File: config.mk
export PLATFORM = sky130hd
export DESIGN_NAME = dmem_seq
export DESIGN_NICKNAME = d
export VERILOG_FILES = /design/src/rtl/dmem_seq_pkg.sv /design/src/rtl/dmem_agu.sv /design/src/rtl/dmem_seq.sv
export SDC_FILE = /design/constraint.sdc
export NUM_CORES = 1
export LEC_CHECK = 0
export CORE_MARGIN = 4
export CORE_UTILIZATION = 45
export CTS_BUF_LIST = sky130_fd_sc_hd__clkbuf_8
export DETAILED_ROUTE_END_ITERATION = 10
export HOLD_SLACK_MARGIN = 0.1
export PLACE_DENSITY = 0.82
export REMOVE_ABC_BUFFERS = 1
export SYNTH_ARGS = -nofsm -noshare
export SYNTH_HDL_FRONTEND = slang
export SYNTH_HIERARCHICAL = 1
export SYNTH_SLANG_ARGS = --single-unit
export TNS_END_PERCENT = 20
File: constraint.sdc
create_clock -name clk -period 3.65 [get_ports clk]
set_clock_uncertainty 0.15 [all_clocks]
set_input_delay 0.73 -clock clk [delete_from_list [all_inputs] [get_ports clk]]
set_output_delay 0.73 -clock clk [all_outputs]
set_load 0.03 [all_outputs]
File: src/rtl/dmem_seq_pkg.sv
// Shared constants for the DMem address sequencer: select codes, FSM encodings,
// default widths and the latched transfer-control payload.
package dmem_seq_pkg;

  localparam int unsigned ADDR_DMEM    = 10;
  localparam int unsigned ADDR_W_DEF   = ADDR_DMEM;
  localparam int unsigned LEN_W_DEF    = 11;
  localparam int unsigned STRIDE_W_DEF = 4;
  localparam int unsigned SEL_W        = 2;
  localparam int unsigned STATE_W      = 2;

  localparam logic [SEL_W-1:0] SEL_OFF = 2'b00;
  localparam logic [SEL_W-1:0] SEL_V   = 2'b10;
  localparam logic [SEL_W-1:0] SEL_H   = 2'b11;

  localparam logic [STATE_W-1:0] ST_IDLE = 2'd0;
  localparam logic [STATE_W-1:0] ST_RUN  = 2'd1;
  localparam logic [STATE_W-1:0] ST_DONE = 2'd2;

  typedef logic [SEL_W-1:0] sel_t;

  // Control fields held for the lifetime of one transfer.
  typedef struct packed {
    logic rd_en;
    logic wr_en;
    sel_t sel_i;
    sel_t sel_o;
  } xfer_ctl_t;

  // Only the V and H port codes name a real DMem port; anything else disables that side.
  function automatic logic sel_active(input sel_t sel);
    return (sel == SEL_V) || (sel == SEL_H);
  endfunction

endpackage

File: src/rtl/dmem_agu.sv
// Strided address generator: loads a base and stride, then steps by the stride on
// each advance, wrapping silently at the DMem depth.
module dmem_agu
  import dmem_seq_pkg::*;
#(
  parameter int unsigned ADDR_W   = ADDR_W_DEF,
  parameter int unsigned STRIDE_W = STRIDE_W_DEF
) (
  input  logic                clk,
  input  logic                rst,
  input  logic                load,
  input  logic                advance,
  input  logic [ADDR_W-1:0]   base,
  input  logic [STRIDE_W-1:0] stride,
  output logic [ADDR_W-1:0]   addr
);

  logic [STRIDE_W-1:0] stride_q;
  logic [ADDR_W-1:0]   addr_step;

  assign addr_step = addr + ADDR_W'(stride_q);

  // Load wins over advance; a loaded stride is used from the next element on.
  always_ff @(posedge clk or negedge rst) begin
    if (!rst) begin
      addr     <= '0;
      stride_q <= '0;
    end else if (load) begin
      addr     <= base;
      stride_q <= stride;
    end else if (advance) begin
      addr     <= addr_step;
    end
  end

endmodule

File: src/rtl/dmem_seq.sv
// DMem address/control sequencer: accepts one strided transfer command and streams
// read/write addresses, write enable and port selects one element per cycle.
module dmem_seq
  import dmem_seq_pkg::*;
#(
  parameter int unsigned ADDR_W   = ADDR_W_DEF,
  parameter int unsigned LEN_W    = LEN_W_DEF,
  parameter int unsigned STRIDE_W = STRIDE_W_DEF
) (
  input  logic                clk,
  input  logic                rst,
  input  logic                cmd_valid,
  output logic                cmd_ready,
  input  logic [ADDR_W-1:0]   cmd_rbase,
  input  logic [ADDR_W-1:0]   cmd_wbase,
  input  logic [STRIDE_W-1:0] cmd_rstride,
  input  logic [STRIDE_W-1:0] cmd_wstride,
  input  logic [LEN_W-1:0]    cmd_len,
  input  logic                cmd_rd_en,
  input  logic                cmd_wr_en,
  input  logic [1:0]          cmd_sel_i,
  input  logic [1:0]          cmd_sel_o,
  input  logic                stall,
  input  logic                abort,
  output logic [ADDR_W-1:0]   r_addr,
  output logic [ADDR_W-1:0]   w_addr,
  output logic                we_ram,
  output logic [1:0]          sel_ram_i,
  output logic [1:0]          sel_ram_o,
  output logic                rd_vld,
  output logic                busy,
  output logic                done,
  output logic                aborted
);

  logic [STATE_W-1:0] state;
  logic [STATE_W-1:0] state_nxt;
  logic [LEN_W-1:0]   len_q;
  logic [LEN_W-1:0]   cnt;
  xfer_ctl_t          ctl_q;
  logic               aborted_q;
  logic               accept;
  logic               issue;
  logic               last_elem;
  logic               in_run;

  assign in_run    = (state == ST_RUN);
  assign accept    = (state == ST_IDLE) && cmd_valid;
  assign issue     = in_run && !stall && !abort;
  assign last_elem = (cnt == (len_q - LEN_W'(1)));

  // State register.
  always_ff @(posedge clk or negedge rst) begin
    if (!rst) begin
      state <= ST_IDLE;
    end else begin
      state <= state_nxt;
    end
  end

  // Next-state logic; abort has priority over stall and over the last element.
  always_comb begin
    state_nxt = state;
    case (state)
      ST_IDLE: begin
        if (cmd_valid) begin
          state_nxt = (cmd_len == '0) ? ST_DONE : ST_RUN;
        end
      end
      ST_RUN: begin
        if (abort) begin
          state_nxt = ST_DONE;
        end else if (issue && last_elem) begin
          state_nxt = ST_DONE;
        end
      end
      ST_DONE: state_nxt = ST_IDLE;
      default: state_nxt = ST_IDLE;
    endcase
  end

  // Command latch and element counter; a disabled port code forces its side off.
  always_ff @(posedge clk or negedge rst) begin
    if (!rst) begin
      len_q     <= '0;
      cnt       <= '0;
      ctl_q     <= '0;
      aborted_q <= 1'b0;
    end else begin
      if (accept) begin
        len_q       <= cmd_len;
        cnt         <= '0;
        ctl_q.rd_en <= cmd_rd_en && sel_active(cmd_sel_o);
        ctl_q.wr_en <= cmd_wr_en && sel_active(cmd_sel_i);
        ctl_q.sel_i <= cmd_sel_i;
        ctl_q.sel_o <= cmd_sel_o;
        aborted_q   <= 1'b0;
      end else if (issue) begin
        cnt <= cnt + LEN_W'(1);
      end
      if (in_run && abort) begin
        aborted_q <= 1'b1;
      end else if (state == ST_DONE) begin
        aborted_q <= 1'b0;
      end
    end
  end

  dmem_agu #(
    .ADDR_W  (ADDR_W),
    .STRIDE_W(STRIDE_W)
  ) u_ragu (
    .clk    (clk),
    .rst    (rst),
    .load   (accept),
    .advance(issue),
    .base   (cmd_rbase),
    .stride (cmd_rstride),
    .addr   (r_addr)
  );

  dmem_agu #(
    .ADDR_W  (ADDR_W),
    .STRIDE_W(STRIDE_W)
  ) u_wagu (
    .clk    (clk),
    .rst    (rst),
    .load   (accept),
    .advance(issue),
    .base   (cmd_wbase),
    .stride (cmd_wstride),
    .addr   (w_addr)
  );

  // Output decode from state so that an async reset drops every strobe at once.
  always_comb begin
    cmd_ready = 1'b0;
    busy      = 1'b0;
    done      = 1'b0;
    we_ram    = 1'b0;
    rd_vld    = 1'b0;
    sel_ram_i = SEL_OFF;
    sel_ram_o = SEL_OFF;
    case (state)
      ST_IDLE: cmd_ready = 1'b1;
      ST_RUN: begin
        busy   = 1'b1;
        we_ram = issue && ctl_q.wr_en;
        rd_vld = issue && ctl_q.rd_en;
        if (ctl_q.wr_en) sel_ram_i = ctl_q.sel_i;
        if (ctl_q.rd_en) sel_ram_o = ctl_q.sel_o;
      end
      ST_DONE: begin
        busy = 1'b1;
        done = 1'b1;
      end
      default: ;
    endcase
  end

  assign aborted = aborted_q;

endmodule
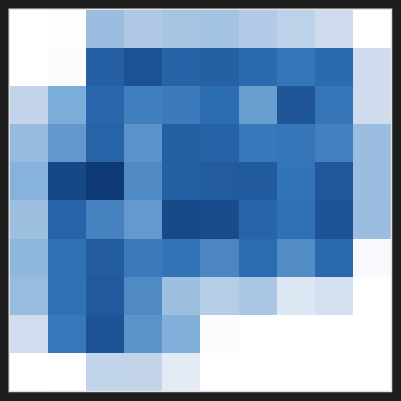
density.png
Scale: 4 px per µm. The die is cut into 10 by 10 equal tiles; white is low, dark blue is high, 0 to 100% covered.
mean over tiles: 49%
nearly empty tiles: 17%
densest ninth of the die: centre

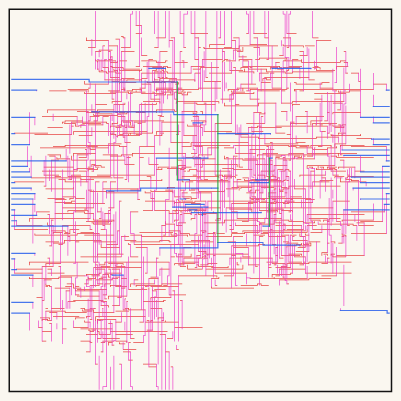
metal_stack.png
Scale: 4 px per µm.
legend:
  met2:
    colour: magenta
    wire_length: 3,880 µm
  met1:
    colour: red
    wire_length: 3,320 µm
  met4:
    colour: green
    wire_length: 73.4 µm
  met3:
    colour: blue
    wire_length: 458 µm

==> impl_metrics.toml <==
# synthesis and place-and-route metrics
[run_status]
outcome = "finished, final reports clean"

[min_path]
min_path_type = "input pin to async pin"

[synthesis]
synth_cells = 361
yosys.area.top_type = "dfrtp_1"
simple_gate_area_frac = 0.235
syn-cell-area_mm2 = 0.00342
ys_seq_frac = 0.432
synthXorXnorAreaFrac = 0.0834
ys_ff = 59
yosysUniqueCellTypes = 51
synth_stat.cells = 361
edf_count = 0
mux_share = 0.0439
common_cells = "68 x nand2_1, 59 x dfrtp_1, 21 x xnor2_1"
top_cell = "nand2_1"

[final_timing]
maxSlewHeadroom = 0.522
fmax_ghz = 0.315
period_used_share = 0.868
final.setup.worst_slack_ns = 0.480
rsz0062_at_grt = "no"
finalSetupViolCount = 0

[critical_path]
end_kind = "output pin"
r2r_end = "state[0]$_DFFE_PN0P_"
ff2ff_path_depth = 9
cp_common_cell = "clkdlybuf4s50_1"
startpoint_type = "input pin"
critical-path-max-stage-delay_ns = 0.67
arrival_ns = 2.29
endpoint = "we_ram"

[floorplanning]
initial_utilization = 0.467
coreArea_mm2 = 0.00733

[place]
place_inst = 533

[power]
power-top-group = "combinational cells"
p_leak_nw = 1.97
pg_comb_w = 0.00181
worst_ir_drop_vdd_mv = 0.469
netSwitchingFraction = 0.417
finalPower_w = 0.00360

[cells_and_area]
drive_gt1_frac = 0.0956
final_cell_mix = "78 x clkdlybuf4s50_1, 68 x nand2_1, 59 x dfrtp_1, 21 x xnor2_1, 20 x nor2_1"
lay_top_count = "clkdlybuf4s50_1"
fin_cells = 549
num_antenna_cells = 0

[routing]
drt_pass1_iterations = 4
drt_wl_total_um = 7730
drc_errors = 0
ant_nets = 0

[run]
warnings = 27

[clocking]
cts.sinks = 59
post_cts_buffers = 0
cts_tree = "built"

[global_routing]
grt_overflow = 0
grt_pass1_vias = 2975
antenna_found_initial = 0
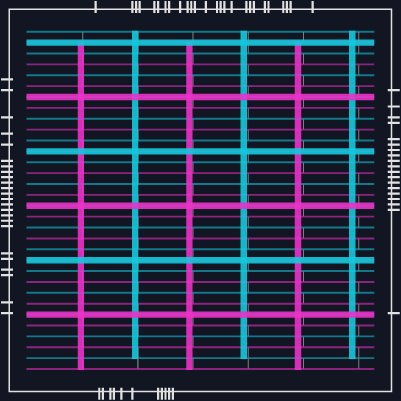
pdn.png
Scale: 4 px per µm. Pins as bars on the die edge. Tap cells in grey.
legend:
  VDD:
    colour: cyan
  VSS:
    colour: magenta
met5 straps: 6
met4 straps: 6
tap cells: 99
signal pins: 80

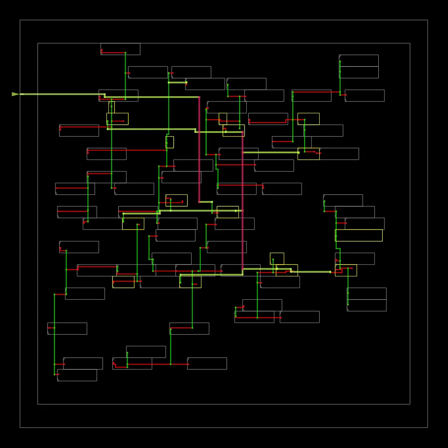
final_clocks.png
Clock group: 0.000603 W
# clk buffers: 11
CTS Buf Count: 9

## layout make-up
| cell class | instances | area, µm² |
|---|---|---|
| Tap cell | 99 | 124 |
| Inverter | 12 | 45.0 |
| Multi-Input combinational cell | 279 | 1850 |
| Sequential cell | 59 | 1480 |
| Timing Repair Buffer | 84 | 836 |
| Fill cell | 623 | 2800 |
| Clock inverter | 5 | 52.6 |
| Clock buffer | 11 | 151 |
## registers in the layout (all words and copies together), names as in the netlist
| name | cells |
|---|---|
| state | 2 |
| ctl_q | 6 |
| len_q | 11 |
| cnt | 11 |
| u_ragu/stride_q | 4 |
| u_wagu/stride_q | 4 |
| u_wagu/addr | 10 |
| u_ragu/addr | 10 |
| aborted | 1 |
## worst min-delay path by stage
stage / from / endpoint / slack, ns / depth (start not counted)
floorplan: rst / aborted$_DFFE_PN0P_ / 0.28 / 0
global placement: ctl_q[2]$_DFFE_PN0P_ / ctl_q[2]$_DFFE_PN0P_ / 0.30 / 2
detailed placement: ctl_q[0]$_DFFE_PN0P_ / ctl_q[0]$_DFFE_PN0P_ / 0.31 / 2
CTS: rst / u_wagu/stride_q[3]$_DFFE_PN0P_ / 0.32 / 1
global route: ctl_q[1]$_DFFE_PN0P_ / ctl_q[1]$_DFFE_PN0P_ / 0.35 / 2
finish: rst / u_wagu/stride_q[3]$_DFFE_PN0P_ / 0.30 / 1
## per-layer routing
layer / GRT usage / vias up / wire (µm) / share of wire
met4: 0.0589 / 0 / 73 / 0.0094
met1: 0.227 / 1380 / 3320 / 0.43
li1: - / 1438 / - / -
met2: 0.306 / 80 / 3880 / 0.50
met3: 0.0568 / 8 / 458 / 0.059
met5: 0 / - / 0 / 0
## cells by family after synthesis
logic type,count (synthesis)
xor+xnor,31
simple gates,159
buf+inv,23
mux,14
flops,59
compound gates,60
fa+ha+maj,15
Power and IR drop assume default switching activity.
